Met1 routing:
The bar under the picture is 50 um long.
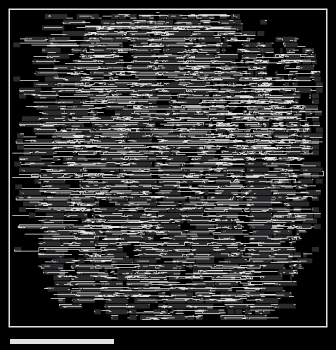
Signal wires on met2:
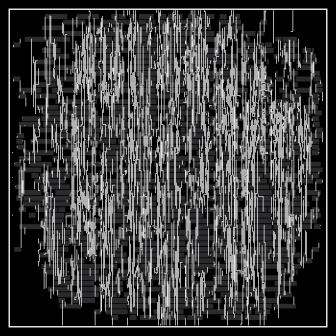
Signal wires on met3:
The bar under the picture is 50 um long.
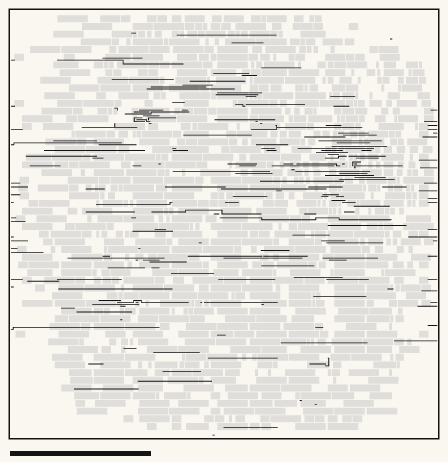
Cell outlines without signal wires:
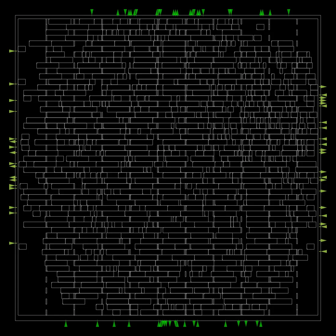
Sequential cells grouped by signal name:
Other sequential cells in the stronger gray, the rest of the logic in the fainter gray.
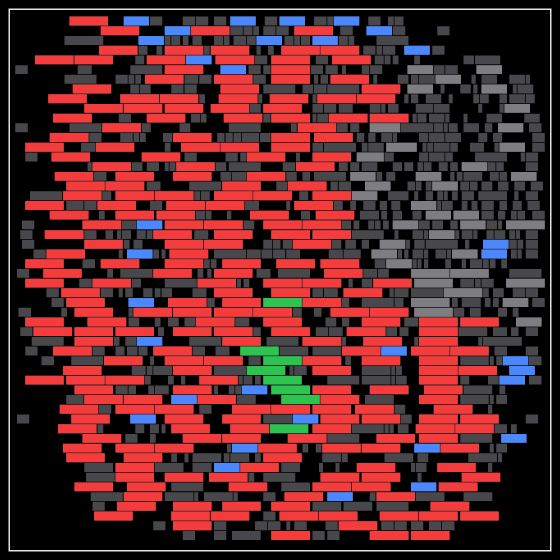
--- config.mk ---
export PLATFORM = sky130hd
export DESIGN_NAME = br_status_buf
export DESIGN_NICKNAME = d
export VERILOG_FILES = /design/src/rtl/br_status_buf.sv
export SDC_FILE = /design/constraint.sdc
export NUM_CORES = 1
export LEC_CHECK = 0
export CAP_MARGIN = 15
export CORE_MARGIN = 1
export CORE_UTILIZATION = 59
export CTS_CLUSTER_SIZE = 28
export DETAILED_ROUTE_END_ITERATION = 6
export PLACE_DENSITY = 0.79
export SLEW_MARGIN = 40
export SYNTH_ARGS = -nofsm -noshare
export SYNTH_HDL_FRONTEND = slang
export SYNTH_SLANG_ARGS = --single-unit
--- constraint.sdc ---
create_clock -name clk -period 6.7 [get_ports clk]
set_input_delay 1.34 -clock clk [delete_from_list [all_inputs] [get_ports clk]]
set_output_delay 1.34 -clock clk [all_outputs]
set_load 0.005 [all_outputs]
--- src/rtl/br_status_buf.sv ---
// br_status_buf: in-order branch status buffer feeding the predictor update port.
// Define BR_BUF_BYPASS_EN to let a head resolve retire in the same cycle.
`ifndef AddrWidth
`define AddrWidth 32
`endif
`ifndef BrTaken
`define BrTaken 1'b1
`endif
module br_status_buf #(
  parameter int ADDR = `AddrWidth,
  parameter int DEPTH = 8,
  localparam int TAG = $clog2(DEPTH)
) (
  input  logic            clk,
  input  logic            reset,
  input  logic            flush_,
  input  logic            alloc_,
  input  logic [ADDR-1:0] alloc_pc,
  input  logic            alloc_pred,
  output logic [TAG-1:0]  alloc_tag,
  output logic            full,
  output logic            empty,
  input  logic            res_,
  input  logic [TAG-1:0]  res_tag,
  input  logic            res_taken,
  input  logic            rob_commit_,
  output logic [ADDR-1:0] commit_pc,
  output logic            br_commit_,
  output logic            br_result,
  output logic            br_pred_miss_,
  output logic            err
);
  logic [DEPTH-1:0] val_q, val_d, rsv_q, rsv_d, pred_q, pred_d, tkn_q, tkn_d;
  logic [ADDR-1:0]  pc_q [DEPTH];
  logic [ADDR-1:0]  pc_d [DEPTH];
  logic [TAG-1:0]   head_q, head_d, tail_q, tail_d;
  logic [TAG:0]     cnt_q, cnt_d;
  logic [ADDR-1:0]  commit_pc_q, commit_pc_d;
  logic             br_commit_q, br_commit_d, br_result_q, br_result_d;
  logic             miss_q, miss_d, err_q, err_d;
  logic             do_alloc, res_ok, res_head, head_rdy, head_tkn, do_pop;
  assign alloc_tag     = tail_q;
  assign full          = cnt_q == (TAG+1)'(DEPTH);
  assign empty         = cnt_q == '0;
  assign commit_pc     = commit_pc_q;
  assign br_commit_    = br_commit_q;
  assign br_result     = br_result_q;
  assign br_pred_miss_ = miss_q;
  assign err           = err_q;
  always_comb begin
    do_alloc = !alloc_ && !full;
    res_ok   = !res_ && val_q[res_tag];
    res_head = !res_ && res_tag == head_q;
`ifdef BR_BUF_BYPASS_EN
    head_rdy = rsv_q[head_q] || res_head;
    head_tkn = res_head ? res_taken : tkn_q[head_q];
`else
    head_rdy = rsv_q[head_q] && !res_head;
    head_tkn = tkn_q[head_q];
`endif
    do_pop = !rob_commit_ && val_q[head_q] && head_rdy;
    val_d  = val_q;
    rsv_d  = rsv_q;
    pred_d = pred_q;
    tkn_d  = tkn_q;
    pc_d   = pc_q;
    if (do_alloc) begin
      val_d[tail_q]  = 1'b1;
      rsv_d[tail_q]  = 1'b0;
      pred_d[tail_q] = alloc_pred;
      pc_d[tail_q]   = alloc_pc;
    end
    if (res_ok) begin
      rsv_d[res_tag] = 1'b1;
      tkn_d[res_tag] = res_taken;
    end
    if (do_pop) val_d[head_q] = 1'b0;
    head_d = head_q + TAG'(do_pop);
    tail_d = tail_q + TAG'(do_alloc);
    cnt_d  = cnt_q + (TAG+1)'(do_alloc) - (TAG+1)'(do_pop);
    // flush wins over alloc/resolve, but the retire above has already been emitted
    if (!flush_) begin
      val_d  = '0;
      head_d = '0;
      tail_d = '0;
      cnt_d  = '0;
    end
    commit_pc_d = do_pop ? pc_q[head_q] : commit_pc_q;
    br_result_d = do_pop ? head_tkn : br_result_q;
    br_commit_d = !do_pop;
    miss_d      = do_pop ? pred_q[head_q] == head_tkn : 1'b1;
    err_d       = err_q | (!alloc_ && full) | (!res_ && !val_q[res_tag]) | (!rob_commit_ && !do_pop);
  end
  always_ff @(posedge clk) begin
    pc_q   <= pc_d;
    pred_q <= pred_d;
    tkn_q  <= tkn_d;
    if (reset) begin
      val_q       <= '0;
      rsv_q       <= '0;
      head_q      <= '0;
      tail_q      <= '0;
      cnt_q       <= '0;
      commit_pc_q <= '0;
      br_commit_q <= 1'b1;
      br_result_q <= 1'b0;
      miss_q      <= 1'b1;
      err_q       <= 1'b0;
    end else begin
      val_q       <= val_d;
      rsv_q       <= rsv_d;
      head_q      <= head_d;
      tail_q      <= tail_d;
      cnt_q       <= cnt_d;
      commit_pc_q <= commit_pc_d;
      br_commit_q <= br_commit_d;
      br_result_q <= br_result_d;
      miss_q      <= miss_d;
      err_q       <= err_d;
    end
  end
endmodule

==> out/README.md <==
| Step | Parameter | Value |
|:---|:---|:---|
| outcome | Result of the run | complete, no violations |
| sta | Worst Clk Skew | 0.0182 ns |
| placed design | Post-detail-place hpwl | 16.1 mm |
| setup path | Arrival time of data at the critical path endpoint | 2.30 ns |
| route | Detail Route Antenna Nets | 0 |
| hold path | Worst hold-check path type | reg2reg |
| sta | Final hold violations | 0 |
| sta | Share of the clock period used by the worst path after layout | 0.543 |
| setup path | Cell chain of the critical path | inv_1, ha_1, nor3b_2, clkdlybuf4s50_1 |
| clock tree | Clk_lat worst skew | 0.51 ns |
| hold path | Hold wc startpoint | rsv_q[6]$_SDFF_PP0_ |
| grt | Overall Global Routing Usage | 0.263 |
| job | OpenROAD warning count | 27 |
| final layout | Fraction of layout instances using a drive strength above 1 | 0.169 |
| placed design | Cell count after placement | 1145 |
| clock tree | Clock Sink Count | 334 |
| sta | Unrepaired setup endpoints after global routing | false |
| setup path | Max stage delay cell, worst path | sky130_fd_sc_hd__nor3b_2 |
| clock tree | H-Tree Level Count | 2 |
| setup path | Largest stage delay on the critical path | 0.64 ns |
| route | Average detailed-routed wire length per instance | 24.2 um |
| pwr | Peak supply drop | 241 uV |
| yosys | Commonest register cell after synthesis | sky130_fd_sc_hd__edfxtp_1 |
| setup path | Required time at the worst-slack endpoint | 5.36 ns |
| yosys | Unique masters post-synth | 59 |
| hold path | Hold Path Cell Cnt | 2 |
| setup path | Worst reg2reg path depth | 9 |
| setup path | Startpoint of the worst setup timing path | cnt_q[2]$_SDFF_PP0_ |
| final layout | Most frequent cells in the layout | sky130_fd_sc_hd__edfxtp_1, sky130_fd_sc_hd__clkdlybuf4s50_1, sky130_fd_sc_hd__dfxtp_1, sky130_fd_sc_hd__a21oi_1, sky130_fd_sc_hd__nand2_1 |
| yosys | Cell area leaders | sky130_fd_sc_hd__edfxtp_1, sky130_fd_sc_hd__dfxtp_1, sky130_fd_sc_hd__mux4_2 |
| hold path | Min-Delay Endpoint | rsv_q[6]$_SDFF_PP0_ |
| final layout | Area Overhead vs Synth | 16.3% |
| route | DRC violation count after routing | 0 |
| yosys | Synth Seq Share | 0.715 |
| clock tree | Total CTS buffers | 34 |
| setup path | Worst setup endpoint | full |
| yosys | Number of enable flip-flop cells | 272 |
| grt | Number of antenna violations at the first check in global routing | 1 |
| grt | Pin count of the biggest net entering global routing | 48 |
| pwr | Leakage component of the power | 4.85 nW |
| sta | Slew @ Worst Pin | 0.802 ns |
| grt | Vias in the first global route | 7688 |
About 'met1 routing':
longest straight run	58.4 um
wire length on this layer	11800 um
share of all routed wire	40%
main direction	horizontal
met1 Track Usage GR: 0.348
via count: 7688
drt total wl: 29.3 mm

About 'signal wires on met2':
nets with wire on the layer	809
longest straight run	75.8 um
wire length on this layer	14400 um
GR Util met2: 0.438

About 'signal wires on met3':
main direction	horizontal
wire length on this layer	2290 um

About 'cell outlines without signal wires':
flip-flops: 334
Filler cells: 1380
standard-cell row count: 54
core area: 21800 um2
count of placed standard cells in the final layout, fillers left out: 1207

About 'sequential cells grouped by signal name':
signal	color	flops
pc_q	red	256
commit_pc	blue	32
pred_q	green	8
not colored	38
reported sequential group power: 2.28 mW
register fraction of the total cell area: 0.615

flip-flops by register name, summed over array words and instances (netlist names):
signal and cells:
br_commit_ 1, rsv_q 8, val_q 8, pred_q 8, br_pred_miss_ 1, commit_pc 32, pc_q 256, alloc_tag 3
err 1, br_result 1, cnt_q 4, tkn_q 8, head_q 3
final cells by class:
class / instances / area (um2) / area share
sequential: 334 / 9420 / 0.615
inverter: 16 / 60.1 / 0.00392
antenna: 2 / 5.00 / 0.000327
timing repair buffer: 103 / 976 / 0.0638
multi-input combinational: 412 / 3410 / 0.223
clock inverter: 15 / 130 / 0.00850
tap: 280 / 350 / 0.0229
clock buffer: 45 / 953 / 0.0623
kinds of logic (layout without fill, tap and decap cells):
family / Yosys count / count (layout) / synth area share
DFF: 334 / 334 / 0.715
AOI/OAI and AO/OA: 184 / 184 / 0.102
and+or+nand+nor: 128 / 128 / 0.0487
muxes: 81 / 81 / 0.0878
buffers and inverters: 70 / 179 / 0.0301
adders and majority gates: 11 / 11 / 0.0110
xor gates and xnor gates: 8 / 8 / 0.00532
other: 0 / 2 / 0
layer usage:
| metal | track usage | vias up | part of all wire |
|---|---|---|---|
| met3 | 0.0476 | 64 | 0.078 |
| met2 | 0.438 | 347 | 0.49 |
| met5 | 0 | - | 0 |
| met1 | 0.348 | 3862 | 0.40 |
| li1 | - | 3415 | - |
| met4 | 0.0910 | 0 | 0.024 |
through the flow:
step	hold WS [ns]	area (um2)	worst slack, ns	util
floorplan	0.441	13200	1.08	-
global placement	0.455	14200	2.95	0.651
detailed placement	0.474	14200	2.84	0.651
CTS	0.484	15300	3.06	0.701
global route	0.502	15300	2.94	0.701
finish	0.487	15300	3.06	0.701
power breakdown:
part | switching, mW | internal, mW
registers | 0.00782 | 2.27
clock network | 0.747 | 1.08
logic | 0.0766 | 0.0530
synth_stat cells (9+ instances only):
cell                       count
sky130_fd_sc_hd__nor2_1       24
sky130_fd_sc_hd__mux2i_1      31
sky130_fd_sc_hd__nand2_1      42
sky130_fd_sc_hd__o21ai_0      18
sky130_fd_sc_hd__a22o_1        9
sky130_fd_sc_hd__mux4_2       25
sky130_fd_sc_hd__inv_1        14
sky130_fd_sc_hd__a221oi_1     20
sky130_fd_sc_hd__a22oi_1      17
sky130_fd_sc_hd__buf_4         9
sky130_fd_sc_hd__dfxtp_1      62
sky130_fd_sc_hd__o22ai_1      12
sky130_fd_sc_hd__clkbuf_1     12
sky130_fd_sc_hd__mux2_2       24
sky130_fd_sc_hd__ha_1         10
sky130_fd_sc_hd__nor3_1       12
sky130_fd_sc_hd__edfxtp_1    272
sky130_fd_sc_hd__buf_6        10
sky130_fd_sc_hd__buf_2        20
sky130_fd_sc_hd__a21oi_1      47
sky130_fd_sc_hd__a211oi_1     20
sky130_fd_sc_hd__nor2b_1       9
worst max-delay path: cells and delay by family, from the launching register on:
kind | cells | cell delay [ns]
buf+inv | 2 | 0.72
fa+ha+maj | 1 | 0.15
simple gates | 1 | 0.64
flops | 1 | 0.29
Power figures rest on the tool's default switching activity, not on a simulated workload.
